### src/rtl/banco_sb.sv
// Register bank with combinational bypassed reads and a per-register
// pending scoreboard for RAW/WAW hazard stalls.
module banco_sb #(
  parameter int WIDTH    = 32,
  parameter int DEPTH    = 32,
  parameter int AW       = 5,
  parameter bit ZERO_REG = 1'b1,
  parameter bit BYPASS   = 1'b1
) (
  input  logic             clk,
  input  logic             rst_n,
  input  logic             RegEn,
  input  logic [AW-1:0]    aw,
  input  logic [WIDTH-1:0] dataIn_b,
  input  logic [AW-1:0]    ra1,
  input  logic [AW-1:0]    ra2,
  output logic [WIDTH-1:0] dr1,
  output logic [WIDTH-1:0] dr2,
  input  logic             ResEn,
  input  logic [AW-1:0]    ar,
  output logic             busy1,
  output logic             busy2,
  output logic             stall,
  output logic [DEPTH-1:0] pend
);

  logic [WIDTH-1:0] mem_q [DEPTH];
  logic [DEPTH-1:0] pend_q;
  logic [DEPTH-1:0] pend_d;

  logic v_aw, v_ar, v_ra1, v_ra2;
  logic we, res_acc, waw;
  logic byp1, byp2, bypr;

  function automatic logic valid(input logic [AW-1:0] a);
    logic ok;
    ok = (32'(a) < DEPTH);
    if (ZERO_REG && a == '0) ok = 1'b0;
    return ok;
  endfunction

  assign v_aw  = valid(aw);
  assign v_ar  = valid(ar);
  assign v_ra1 = valid(ra1);
  assign v_ra2 = valid(ra2);

  assign we = RegEn && v_aw;

  // Bypass is gated by reset so read ports stay 0 while held in reset.
  assign byp1 = BYPASS && RegEn && rst_n && (aw == ra1);
  assign byp2 = BYPASS && RegEn && rst_n && (aw == ra2);
  assign bypr = BYPASS && RegEn && rst_n && (aw == ar);

  always_comb begin
    dr1 = '0;
    if (v_ra1) dr1 = byp1 ? dataIn_b : mem_q[ra1];
  end

  always_comb begin
    dr2 = '0;
    if (v_ra2) dr2 = byp2 ? dataIn_b : mem_q[ra2];
  end

  assign busy1 = v_ra1 && pend_q[ra1] && !byp1;
  assign busy2 = v_ra2 && pend_q[ra2] && !byp2;
  assign waw   = ResEn && v_ar && pend_q[ar] && !bypr;
  assign stall = busy1 || busy2 || waw;

  assign res_acc = ResEn && !stall && v_ar;

  // Reservation is applied after the clear so it wins on the same register.
  always_comb begin
    pend_d = pend_q;
    for (int i = 0; i < DEPTH; i++) begin
      if (we && aw == AW'(i)) pend_d[i] = 1'b0;
      if (res_acc && ar == AW'(i)) pend_d[i] = 1'b1;
    end
  end

  always_ff @(posedge clk or negedge rst_n) begin
    if (!rst_n) begin
      pend_q <= '0;
      for (int i = 0; i < DEPTH; i++) mem_q[i] <= '0;
    end else begin
      pend_q <= pend_d;
      for (int i = 0; i < DEPTH; i++) begin
        if (we && aw == AW'(i)) mem_q[i] <= dataIn_b;
      end
    end
  end

  assign pend = pend_q;

endmodule

### config.mk
export PLATFORM = sky130hd
export DESIGN_NAME = banco_sb
export DESIGN_NICKNAME = d
export VERILOG_FILES = /design/src/rtl/banco_sb.sv
export SDC_FILE = /design/constraint.sdc
export NUM_CORES = 2
export LEC_CHECK = 0
export CAP_MARGIN = 20
export CORE_UTILIZATION = 63
export CTS_CLUSTER_SIZE = 24
export DETAILED_ROUTE_END_ITERATION = 10
export HOLD_SLACK_MARGIN = 0.1
export PLACE_DENSITY_LB_ADDON = 0.08
export SYNTH_ARGS = -nofsm -noshare
export SYNTH_HDL_FRONTEND = slang
export SYNTH_SLANG_ARGS = --single-unit
export TNS_END_PERCENT = 1
### constraint.sdc
create_clock -name clk -period 7.2 [get_ports clk]
set_clock_uncertainty 0.2 [all_clocks]
set_input_delay 0.72 -clock clk [delete_from_list [all_inputs] [get_ports clk]]
set_output_delay 0.72 -clock clk [all_outputs]
set_load 0.005 [all_outputs]
==> commit_impl_results.txt <==
Update PnR metrics after Yosys + OpenROAD run

- Portion of the post-synthesis area used by sequential elements: 46.2%
* Number of DRC markers after the initial detailed-route iteration: between 3k and 4k
- The largest individual stage delay along the critical path comes from the cell clkdlybuf4s50_1.
- Per STA, the worst path is made up of clkdlybuf4s50_1 > xor2_1 > nor4_1 > nand4_1 > o21ai_0 > a21oi_1 > clkdlybuf4s50_1.
* Category of cells accounting for the largest share of critical-path delay: buffers and inverters
- The run finished, with violations left.
* Biggest fanout along the worst timing path: 16
* Count of yosys warnings during synthesis: 0
- The worst register-to-register path begins at pend[11].
* Number of buffer and inverter stages on the critical path: 2
- Async set-reset flop share out of synthesis: 100%
- Worst vdd ir: 244 uV
* Internal power of the cells: 0.0130 W
- Worst slew pin tran: about 1200 ps
- The post-CTS hold buffer count recorded in the log is 1.
- The finished design was reported to have a net count of approximately 3.7k.
- Detail Route Antenna Nets: 0
- CTS HTree Levels: 3
- Hold worst-path end: mem_q[1001]
- Grt ovf: 0
* Delay of the slowest cell on the worst path: 1010 ps
* Vias per Instance: roughly 7.3
- Floorplan utilization: 63.6%
- Worst setup path endpoint: dr1[14]
- Vias in the first global route: 38.0k
- Critical path startpoint: aw[4]
- The clock network is responsible for 33.4% of the overall power.
- The number of cells reported by Yosys stat comes to between 3k and 4k.
- Hold Crit Class: reg2reg
- Number of gates on the worst path with buffers counted: 7
- Total power for the finished layout comes to between 0.015 and 0.02 W.
- Count of mapped cells out of synthesis: 3697
* Total cell area reported by yosys after synthesis: approximately 57000 um2
- Number of sinks on the clock net: 1056
- Net switching is ~27% of the power.
- MaxCap Viol Count: 0
- The post-route netlist has 52.0% of its cells at a drive strength greater than 1.
* Clk latency late pin: 700 ps
- Headroom to the max-slew limit: between 20% and 30%
- At the placement stage, the worst setup path has a slack of roughly 2000 ps.
- For reference, the final report shows the max-slew violation count at 0.
- After routing, the total negative slack on setup checks comes to 0 ps.
- Per the run report, area growth between synthesis and finish was 11.0%.
* Setup repair after global routing missed its margin: false
* Setup Fix Bufs, Post-CTS: 0
* Flop pwr share: ~45%
* Antenna violations before repair: 3
- Final worst-path cycle share: 73.1%
* Highest clock frequency the design can meet: 190 MHz
- OpenROAD warning count: between 40 and 50
- Die outline height: 303 um
- RR Endpoint: pend[10]
- First-pass iteration count of the detailed router: 10
- Final worst path period need: 5270 ps
- In the post-route report, total wirelength is listed as approximately 170 mm.
- TritonCTS created 112 clock buffers.
- The critical path in the final layout is reported with a setup slack of 1930 ps.
* Worst R2R Setup Slack: 4530 ps
- Max clock buf depth: 3
* Non-filler cells, final: 4915
- The filler cells instantiated in the layout total 5787.
- Endpoints with negative setup slack in the final report add up to 0.
* Worst Reg-to-Reg Cells: 7
- Placed Cells: 4687
* Die outline width: 303 um
- Library cell used as clock root buffer: clkbuf_16
- For reference, the clock transition at the flip-flops on the worst setup and hold paths is 60 ps.
* Number of nets at floorplan: 3753
- Commonest cells after routing, fill and taps aside: dfrtp_1, mux2_2, mux4_2
- The checks that failed: design-rule violations.
- Chip Area: 92000 um2
* Routed wire length per instance: 34.2 um
- The share of total power dissipated in combinational logic is between 20% and 30%.
* RePlAce Congestion: 0.880
- Dpl hpwl: 94.5 mm
* Overall track demand over capacity in global routing: between 30% and 40%
- Areal power density over the cells: ~280 nW/um2
* Number of storage elements in the synthesis netlist: about 1.1k
* Final Hold Slack: 195 ps
- TritonCTS built the clock tree.
- Required time of the critical path: roughly 6300 ps
- Critical setup path kind: in2out
- Most common library cell in the layout ignoring fill and taps: dfrtp_1
- The analysis attributes to cell leakage a power of 27.1 nW.
- The netlist uses 40 different library cells.
* Drc violations: 2
- Post-Place Cell Area: 59400 um2
* Wire length of the first global-routing pass: 252 mm
* Count of flip-flops with a built-in enable after synthesis: 0
- Dominant cell type by count on the critical path: clkdlybuf4s50_1
* Sort of element at the end of the critical path: output port
* Nature of the critical path startpoint: input port
- A synthesized cell averages between 15 and 20 um2.
* Dominant register cell in the synthesized netlist: dfrtp_1
- Final Hold Viols: 0
[cells by family after synthesis]
| family | Yosys count | share of synthesized area [%] |
|---|---|---|
| mux | 1741 | 46.0 |
| xor+xnor | 15 | 0.230 |
| simple gates | 232 | 1.79 |
| buf+inv | 436 | 3.41 |
| compound gates | 217 | 2.40 |
| flops | 1056 | 46.2 |
[metal layers]
layer / GRT usage (%) / up-vias / part of all wire, %
li1: - / 14300 / -
met3: 7.85 / 526 / 8.5
met4: 16.6 / 4 / 5.2
met5: 0 / - / 0.015
met2: 60.0 / 1792 / 48
met1: 51.0 / 19400 / 38
[cell type report]
cell class	instances	area, um2	share of cell area, %
flip-flops and latches	1056	26400	41.6
inverters	10	37.5	0.0591
well taps	1176	1470	2.32
diodes	1	2.50	0.00394
clock inverters	45	483	0.760
repair buffers	255	2730	4.29
clock buffers	167	3330	5.24
multi-input cells	2205	29000	45.7
[power groups by stage]
stage,Sequential [W],Clock [W],Combinational [W]
floorplan,0.00770,0,0.00286
global placement,0.00785,0,0.00377
detailed placement,0.00802,0,0.00390
CTS,0.00792,0.00601,0.00392
global route,0.00809,0.00625,0.00418
finish,0.00794,0.00596,0.00393
[cell usage after synthesis (all sizes together), types with 9 or more instances]
cell type | n | area (um2)
a221oi | 24 | 210
nor2 | 91 | 342
a22oi | 13 | 97.6
nand2 | 73 | 274
nand2b | 10 | 62.6
mux2 | 997 | 11200
buf | 182 | 996
nand3 | 12 | 60.1
xor2 | 14 | 123
o22ai | 12 | 75.1
a21oi | 32 | 160
a211oi | 45 | 338
dfrtp | 1056 | 26400
clkbuf | 244 | 916
mux2i | 133 | 1330
o21ai | 76 | 380
inv | 9 | 33.8
nand4 | 11 | 68.8
mux4 | 611 | 13800
[flip-flops by register name, indices dropped and copies added (netlist names)]
signal	cells
mem_q	1024
pend	32
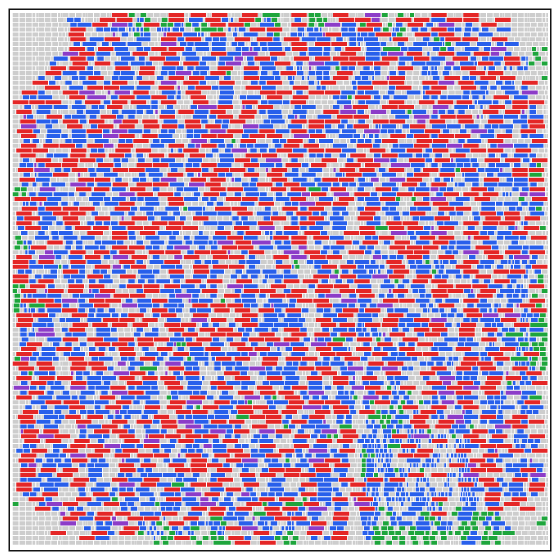
Figure 1: placement by cell class.
Fill, decap, tap and diode cells in grey.
legend:
  blue:
    class: remaining logic cells
    cells: 2215
  green:
    class: remaining buffers and delay cells
    cells: 255
  red:
    class: registers
    cells: 1056
  purple:
    class: clock drivers and dummy loads
    cells: 212
final core utilization: 70.6%
core footprint: 90000 um2
finished layout cell area: 63500 um2
site row count: 110
sequential fraction of total cell area: 41.6%

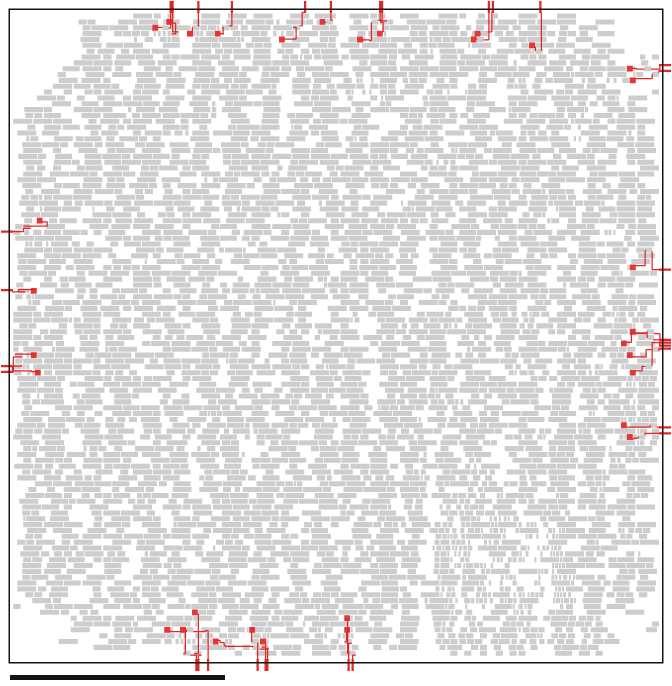
Figure 2: I/O nets highlighted.
The bar under the picture is 100 um long.
legend:
  red:
    port: dr2
    direction: output
    edge: 11 top, 9 right, 8 bottom, 4 left
    end_cells: 32
    buffers: 32
    wire: 568 um
# port buffers: 154
boundary pin count: 155

Power figures rest on the tool's default switching activity, not on a simulated workload.
